<file path="src/rtl/video_timing_decoder.sv">
// Recovers x/y, measures raster geometry and declares lock from an hs/vs/de stream in the pixel clock domain.
// All outputs registered one cycle after the sampled inputs; pure receiver, no backpressure path.
module video_timing_decoder #(
    parameter int HOR_TOTAL_PIXELS  = 1650,
    parameter int HOR_ACTIVE_PIXELS = 1280,
    parameter int VER_TOTAL_PIXELS  = 750,
    parameter int VER_ACTIVE_PIXELS = 720,
    parameter int SYNC_ACTIVE_HIGH  = 1,
    parameter int LOCK_FRAMES       = 2,
    parameter int MEAS_WIDTH        = 16,
    parameter int X_WIDTH           = $clog2(HOR_ACTIVE_PIXELS),
    parameter int Y_WIDTH           = $clog2(VER_ACTIVE_PIXELS)
) (
    input  logic                  clk_rgb,
    input  logic                  rst,
    input  logic                  hs,
    input  logic                  vs,
    input  logic                  de,
    output logic [X_WIDTH-1:0]    x,
    output logic [Y_WIDTH-1:0]    y,
    output logic                  pixel_valid,
    output logic                  line_start,
    output logic                  frame_start,
    output logic                  locked,
    output logic                  timing_err,
    output logic [MEAS_WIDTH-1:0] meas_hor_total,
    output logic [MEAS_WIDTH-1:0] meas_hor_active,
    output logic [MEAS_WIDTH-1:0] meas_ver_total,
    output logic [MEAS_WIDTH-1:0] meas_ver_active
);
    localparam logic                  SYNC_POL = (SYNC_ACTIVE_HIGH != 0);
    localparam int                    GW       = $clog2(LOCK_FRAMES + 1);
    localparam logic [MEAS_WIDTH-1:0] L_HT     = MEAS_WIDTH'(HOR_TOTAL_PIXELS);
    localparam logic [MEAS_WIDTH-1:0] L_HA     = MEAS_WIDTH'(HOR_ACTIVE_PIXELS);
    localparam logic [MEAS_WIDTH-1:0] L_VT     = MEAS_WIDTH'(VER_TOTAL_PIXELS);
    localparam logic [MEAS_WIDTH-1:0] L_VA     = MEAS_WIDTH'(VER_ACTIVE_PIXELS);
    localparam logic [MEAS_WIDTH-1:0] L_WD     = MEAS_WIDTH'(2 * HOR_TOTAL_PIXELS);

    typedef enum logic {S_UNLOCKED, S_LOCKED} state_t;

    function automatic logic [MEAS_WIDTH-1:0] sat_inc(input logic [MEAS_WIDTH-1:0] v);
        return (v == '1) ? v : v + 1'b1;
    endfunction

    state_t                r_state;
    logic [GW-1:0]         r_good;
    logic                  r_hs_q, r_vs_q, r_de_q;
    logic                  r_hs_seen, r_vs_seen, r_wd_armed, r_y_restart, r_line_bad;
    logic [MEAS_WIDTH-1:0] r_hcnt, r_dcnt, r_vlines, r_vact;

    logic w_hs, w_vs, w_hs_edge, w_vs_edge, w_de_rise, w_de_fall;
    logic w_hline_bad, w_drun_bad, w_frame_bad, w_eval, w_wd_fire;

    assign w_hs        = (hs == SYNC_POL);
    assign w_vs        = (vs == SYNC_POL);
    assign w_hs_edge   = w_hs & ~r_hs_q;
    assign w_vs_edge   = w_vs & ~r_vs_q;
    assign w_de_rise   = de & ~r_de_q;
    assign w_de_fall   = ~de & r_de_q;
    assign w_hline_bad = w_hs_edge & r_hs_seen & (r_hcnt != L_HT);
    assign w_drun_bad  = w_de_fall & (r_dcnt != L_HA);
    // This cycle's line checks still belong to the frame being closed by a coincident vs edge.
    assign w_frame_bad = r_line_bad | w_hline_bad | w_drun_bad | (r_vlines != L_VT) | (r_vact != L_VA);
    assign w_eval      = w_vs_edge & r_vs_seen;
    assign w_wd_fire   = r_wd_armed & ~w_hs_edge & (r_hcnt >= L_WD);

    always_ff @(posedge clk_rgb) begin
        if (rst) begin
            r_state         <= S_UNLOCKED;
            r_good          <= '0;
            r_hs_q          <= 1'b0;
            r_vs_q          <= 1'b0;
            r_de_q          <= 1'b0;
            r_hs_seen       <= 1'b0;
            r_vs_seen       <= 1'b0;
            r_wd_armed      <= 1'b0;
            r_y_restart     <= 1'b0;
            r_line_bad      <= 1'b0;
            r_hcnt          <= '0;
            r_dcnt          <= '0;
            r_vlines        <= '0;
            r_vact          <= '0;
            x               <= '0;
            y               <= '0;
            pixel_valid     <= 1'b0;
            line_start      <= 1'b0;
            frame_start     <= 1'b0;
            locked          <= 1'b0;
            timing_err      <= 1'b0;
            meas_hor_total  <= '0;
            meas_hor_active <= '0;
            meas_ver_total  <= '0;
            meas_ver_active <= '0;
        end else begin
            r_hs_q      <= w_hs;
            r_vs_q      <= w_vs;
            r_de_q      <= de;
            pixel_valid <= de;
            line_start  <= w_hs_edge;
            frame_start <= w_vs_edge;
            timing_err  <= 1'b0;

            if (de) begin
                if (w_de_rise)    x <= '0;
                else if (x != '1) x <= x + 1'b1;
            end
            if (w_de_rise) begin
                if (r_y_restart | w_vs_edge) y <= '0;
                else if (y != '1)            y <= y + 1'b1;
            end
            if (w_de_rise)      r_y_restart <= 1'b0;
            else if (w_vs_edge) r_y_restart <= 1'b1;

            if (w_hs_edge) begin
                r_hcnt     <= MEAS_WIDTH'(1);
                r_hs_seen  <= 1'b1;
                r_wd_armed <= 1'b1;
                if (r_hs_seen) meas_hor_total <= r_hcnt;
            end else begin
                r_hcnt <= sat_inc(r_hcnt);
            end
            if (de)        r_dcnt          <= w_de_rise ? MEAS_WIDTH'(1) : sat_inc(r_dcnt);
            if (w_de_fall) meas_hor_active <= r_dcnt;

            if (w_vs_edge) begin
                r_vlines   <= w_hs_edge ? MEAS_WIDTH'(1) : '0;
                r_vact     <= w_de_rise ? MEAS_WIDTH'(1) : '0;
                r_line_bad <= 1'b0;
                r_vs_seen  <= 1'b1;
                if (r_vs_seen) begin
                    meas_ver_total  <= r_vlines;
                    meas_ver_active <= r_vact;
                end
            end else begin
                if (w_hs_edge)                r_vlines   <= sat_inc(r_vlines);
                if (w_de_rise)                r_vact     <= sat_inc(r_vact);
                if (w_hline_bad | w_drun_bad) r_line_bad <= 1'b1;
            end

            // Watchdog wins over frame evaluation and forces a fresh acquisition.
            if (w_wd_fire) begin
                r_state    <= S_UNLOCKED;
                r_good     <= '0;
                locked     <= 1'b0;
                timing_err <= 1'b1;
                r_wd_armed <= 1'b0;
                r_hs_seen  <= 1'b0;
                r_vs_seen  <= 1'b0;
            end else if (w_eval) begin
                if (w_frame_bad) begin
                    r_state    <= S_UNLOCKED;
                    r_good     <= '0;
                    locked     <= 1'b0;
                    timing_err <= 1'b1;
                end else if (r_state == S_LOCKED) begin
                    locked <= 1'b1;
                end else if (r_good == GW'(LOCK_FRAMES - 1)) begin
                    r_state <= S_LOCKED;
                    r_good  <= GW'(LOCK_FRAMES);
                    locked  <= 1'b1;
                end else begin
                    r_good <= r_good + 1'b1;
                end
            end
        end
    end
endmodule

</file>
<file path="config.mk">
export PLATFORM = sky130hd
export DESIGN_NAME = video_timing_decoder
export DESIGN_NICKNAME = d
export VERILOG_FILES = /design/src/rtl/video_timing_decoder.sv
export SDC_FILE = /design/constraint.sdc
export NUM_CORES = 1
export LEC_CHECK = 0
export CAP_MARGIN = 20
export CORE_MARGIN = 3
export CORE_UTILIZATION = 50
export CTS_CLUSTER_DIAMETER = 60
export DETAILED_ROUTE_END_ITERATION = 16
export GPL_ROUTABILITY_DRIVEN = 1
export PLACE_DENSITY = 0.87
export SYNTH_ARGS = -nofsm -noshare
export SYNTH_HDL_FRONTEND = slang
export SYNTH_SLANG_ARGS = --single-unit
export TNS_END_PERCENT = 50
</file>
<file path="constraint.sdc">
create_clock -name clk_rgb -period 2.2 [get_ports clk_rgb]
set_clock_uncertainty 0.05 [all_clocks]
set_input_delay 0.55 -clock clk_rgb [delete_from_list [all_inputs] [get_ports clk_rgb]]
set_output_delay 0.55 -clock clk_rgb [all_outputs]
set_load 0.1 [all_outputs]
</file>
run_1/gates.png
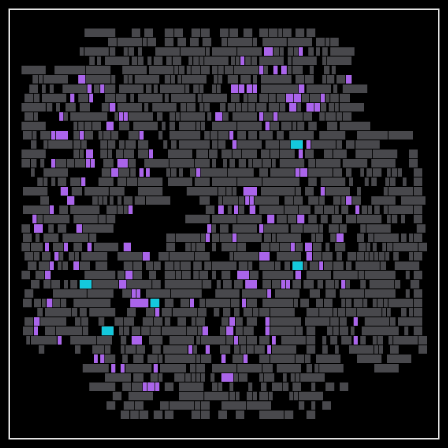
nor cells: in purple, cells 133, most used nor2_1. non-inverting ao/oa cells: in cyan, cells 5.
Comb area share: 39.2%
Final Non-Filler Cells: 1190
most numerous logic cell after layout: nand2_1

run_1/route_heat.png
25 x 25 tiles, from white (low) to dark blue (high), scaled to the fullest tile. Values are wire area over tile area, all layers added.
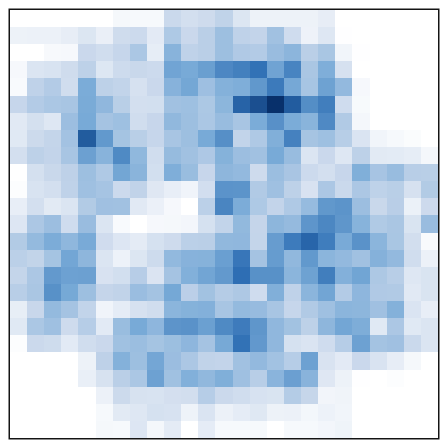
The densest ninth of the die: top centre. 15% of the tiles are nearly empty. The fullest tile reaches 0.68. The emptiest ninth of the die: upper right. The mean over all tiles is 0.18. 13% of the tiles are over half the peak.
final WL: 18000 um
Avg WL per Cell: 15.1 um
DR vias: 6607
GRT Total Usage: 22.8%

==> impl_metrics.tcl, run 1 <==
# implementation run metrics
set metrics [dict create \
    reg2reg_slack_ps -150 \
    violations "negative setup slack" \
    layout.nets 1018 \
    cp-startpoint "r_hcnt[15]$_SDFFE_PP0P_" \
    power_mw 6.79 \
    peakVddDrop_mv 0.632 \
    via_per_inst 5.55 \
    well_tap_count 176 \
    port_buffers 94 \
    grt-busiest-layer "met2" \
    fin_crit_ps 2350 \
    worstPathCellList "or4_4 -> or4_4 -> a2111oi_4 -> buf_6 -> nand4b_1 -> a31oi_1" \
    seqPwrFrac_pct 44.3 \
    crit_path_end_kind "flop" \
    use_met2_pct 38.7 \
    clkSinkCount 163 \
    worst_slack_ps -147 \
    hp-class "flop to flop" \
    synth_cells 860 \
    diodes 0 \
    report.final.setup_viol 5 \
    logic_family "simple AND/OR/NAND/NOR gates" \
    ys_sh_adder_pct 2.12 \
    dr_wl_met3_um 1060 \
    highest_layer "met4" \
    largestClassByArea "logic gates" \
    yosys_cells 860 \
    drive_gt1_share_pct 23.4 \
    slew_headroom_pct 58.7 \
    min-delay-start "r_vs_q$_SDFF_PP0_" \
    async_reset_ff_share_pct 0 \
    yosys_warnings 0 \
    path_max_fanout 6 \
    ys_seq_share_pct 46.1 \
    cp_slowest_cell "or4_4" \
    simple_gate_share_pct 27.2 \
    crit_top_cell "or4_4" \
    final_area_sq_um 9200 \
    seq_share_pct 35.8 \
    p_int_mw 5.29 \
    outcome "finished with violations" \
    synth_top_cell_by_area "dfxtp_1" \
    comb_cells 630 \
    path_class "flop to flop" \
    comb_area_sq_um 3610 \
    grt_pass1_vias 6323 \
    slew_violations 0 \
]
run_1/closeup.png
The bar under the picture is 5 um long. Region (52, 77) to (72, 97) um. Cells in grey, sequential cells in the stronger grey; small squares are vias.
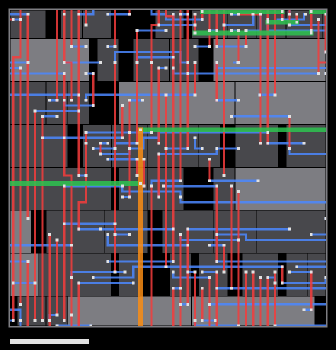
M3: in green. M2: in red. M4: in orange. M1: in blue.
43 logic cells have their middle in the window. Netlist names of flops here include r_hcnt (6), meas_hor_total (1). Sequential cells in the window: 7.

run 1: through the flow:
step           TNS (ps)  setup WS, ps  hold WS [ps]  util [%]
2_1_floorplan      -258         -68.1           356         -
3_3_place_gp      -1800          -187           385      62.4
3_5_place_dp      -3180          -190           385      62.4
4_1_cts            -235         -75.3           400      67.5
5_1_grt            -816          -206           424      67.9
6_report           -482          -147           393      67.9
run 1: power by group through the flow:
stage          combinational, mW  sequential, mW  clock [mW]
2_1_floorplan              0.173            3.15           0
4_1_cts                    0.384            3.01        3.42
3_5_place_dp               0.381            3.07           0
3_3_place_gp               0.376            3.07           0
6_report                   0.390            3.01        3.39
5_1_grt                    0.424            3.01        3.56
==> run 2: changes to the inputs <==
--- a/config.mk
+++ b/config.mk
@@ -5,13 +5,12 @@
 export SDC_FILE = /design/constraint.sdc
 export NUM_CORES = 1
 export LEC_CHECK = 0
-export CAP_MARGIN = 20
 export CORE_MARGIN = 3
-export CORE_UTILIZATION = 50
+export CORE_UTILIZATION = 45
 export CTS_CLUSTER_DIAMETER = 60
 export DETAILED_ROUTE_END_ITERATION = 16
 export GPL_ROUTABILITY_DRIVEN = 1
-export PLACE_DENSITY = 0.87
+export PLACE_DENSITY = 0.8
 export SYNTH_ARGS = -nofsm -noshare
 export SYNTH_HDL_FRONTEND = slang
 export SYNTH_SLANG_ARGS = --single-unit
run_2/closeup.png
The bar under the picture is 5 um long. Region (56, 82) to (76, 102) um. Cells in grey, sequential cells in the stronger grey; small squares are vias.
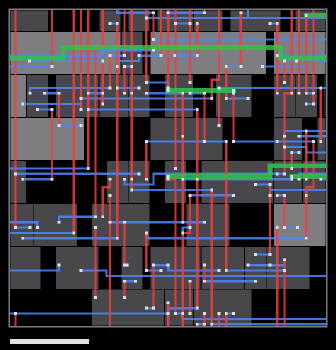
M1: in blue. M2: in red. M3: in green.
Sequential cells in the window: 3. Netlist names of flops here include meas_hor_total (2), r_hcnt (1). Most frequent: buf_4 (6), a21oi_1 (5), nand2_1 (5). 34 logic cells have their middle in the window.

run_2/route_heat.png
26 x 26 tiles, from white (low) to dark blue (high), scaled to the fullest tile. Values are wire area over tile area, all layers added.
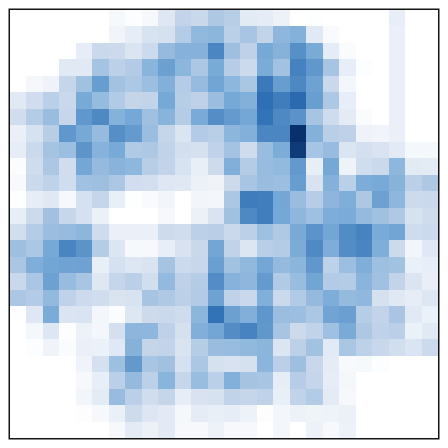
The fullest tile reaches 0.64. The mean over all tiles is 0.16. 18% of the tiles are nearly empty. 12% of the tiles are over half the peak. The densest ninth of the die: top centre. The emptiest ninth of the die: lower left.

==> impl_metrics.tcl, run 2 <==
# implementation run metrics
set metrics [dict create \
    outcome "finished with violations" \
    violations "negative setup slack" \
    clkSinkCount 163 \
    avgRoutedWirePerCell_um 14.4 \
    dr_wl_met3_um 924 \
    port_buffers 94 \
    logic_family "simple AND/OR/NAND/NOR gates" \
    grt_pass1_vias 6150 \
    seq_share_pct 36.0 \
    yosys_warnings 0 \
    slew_headroom_pct 56.5 \
    fin_util_pct 59.7 \
    final_area_sq_um 9140 \
    path_max_fanout 5 \
    via_per_inst 5.38 \
    synth_cells 860 \
    synth_top_cell_by_area "dfxtp_1" \
    clock_power_mw 2.84 \
    power_mw 6.25 \
    power_leader "sequential cells" \
    peakVddDrop_mv 0.532 \
    setup_tns_ps -845 \
    report.final.setup_viol 5 \
    drt_wl_total_um 17700 \
    worst_slack_ps -202 \
    min-delay-start "r_vs_q$_SDFF_PP0_" \
    path_class "flop to flop" \
    vias 6592 \
    comb_area_sq_um 3590 \
    well_tap_count 211 \
    async_reset_ff_share_pct 0 \
    reg2reg_slack_ps -200 \
    simple_gate_share_pct 27.2 \
    comb_share_pct 39.3 \
]
run_2/gates.png
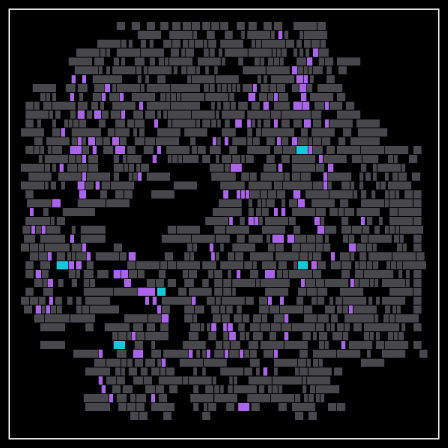
nor cells: in purple, cells 133, most used nor2_1. non-inverting ao/oa cells: in cyan, cells 5.

## run 2: cell types whose count changed in the layout (fill, tap and decap cells not counted), sizes merged
cell | previous run | this run
bufinv | 6 | 1
clkinvlp | 2 | 6
buf | 168 | 169
inv | 19 | 18
clkbuf | 19 | 20
## run 2: cells by family after synthesis
| logic type | count (synthesis) |
|---|---|
| XOR/XNOR | 51 |
| adder cells (fa/ha/maj) | 12 |
| AND/OR/NAND/NOR | 401 |
| flip-flops | 163 |
| AND-OR/OR-AND | 162 |
| multiplexers | 4 |
| buffers and inverters | 67 |
## run 2: worst max-delay path, cell delays in order, from the launching register on
cell	delay, ps
dfxtp_2	320
or4_4	540
or4_4	570
a2111oi_4	400
buf_4	200
nor2_1	60
nor3_2	180
No activity file was given, so power comes from the tool's default toggle rates.
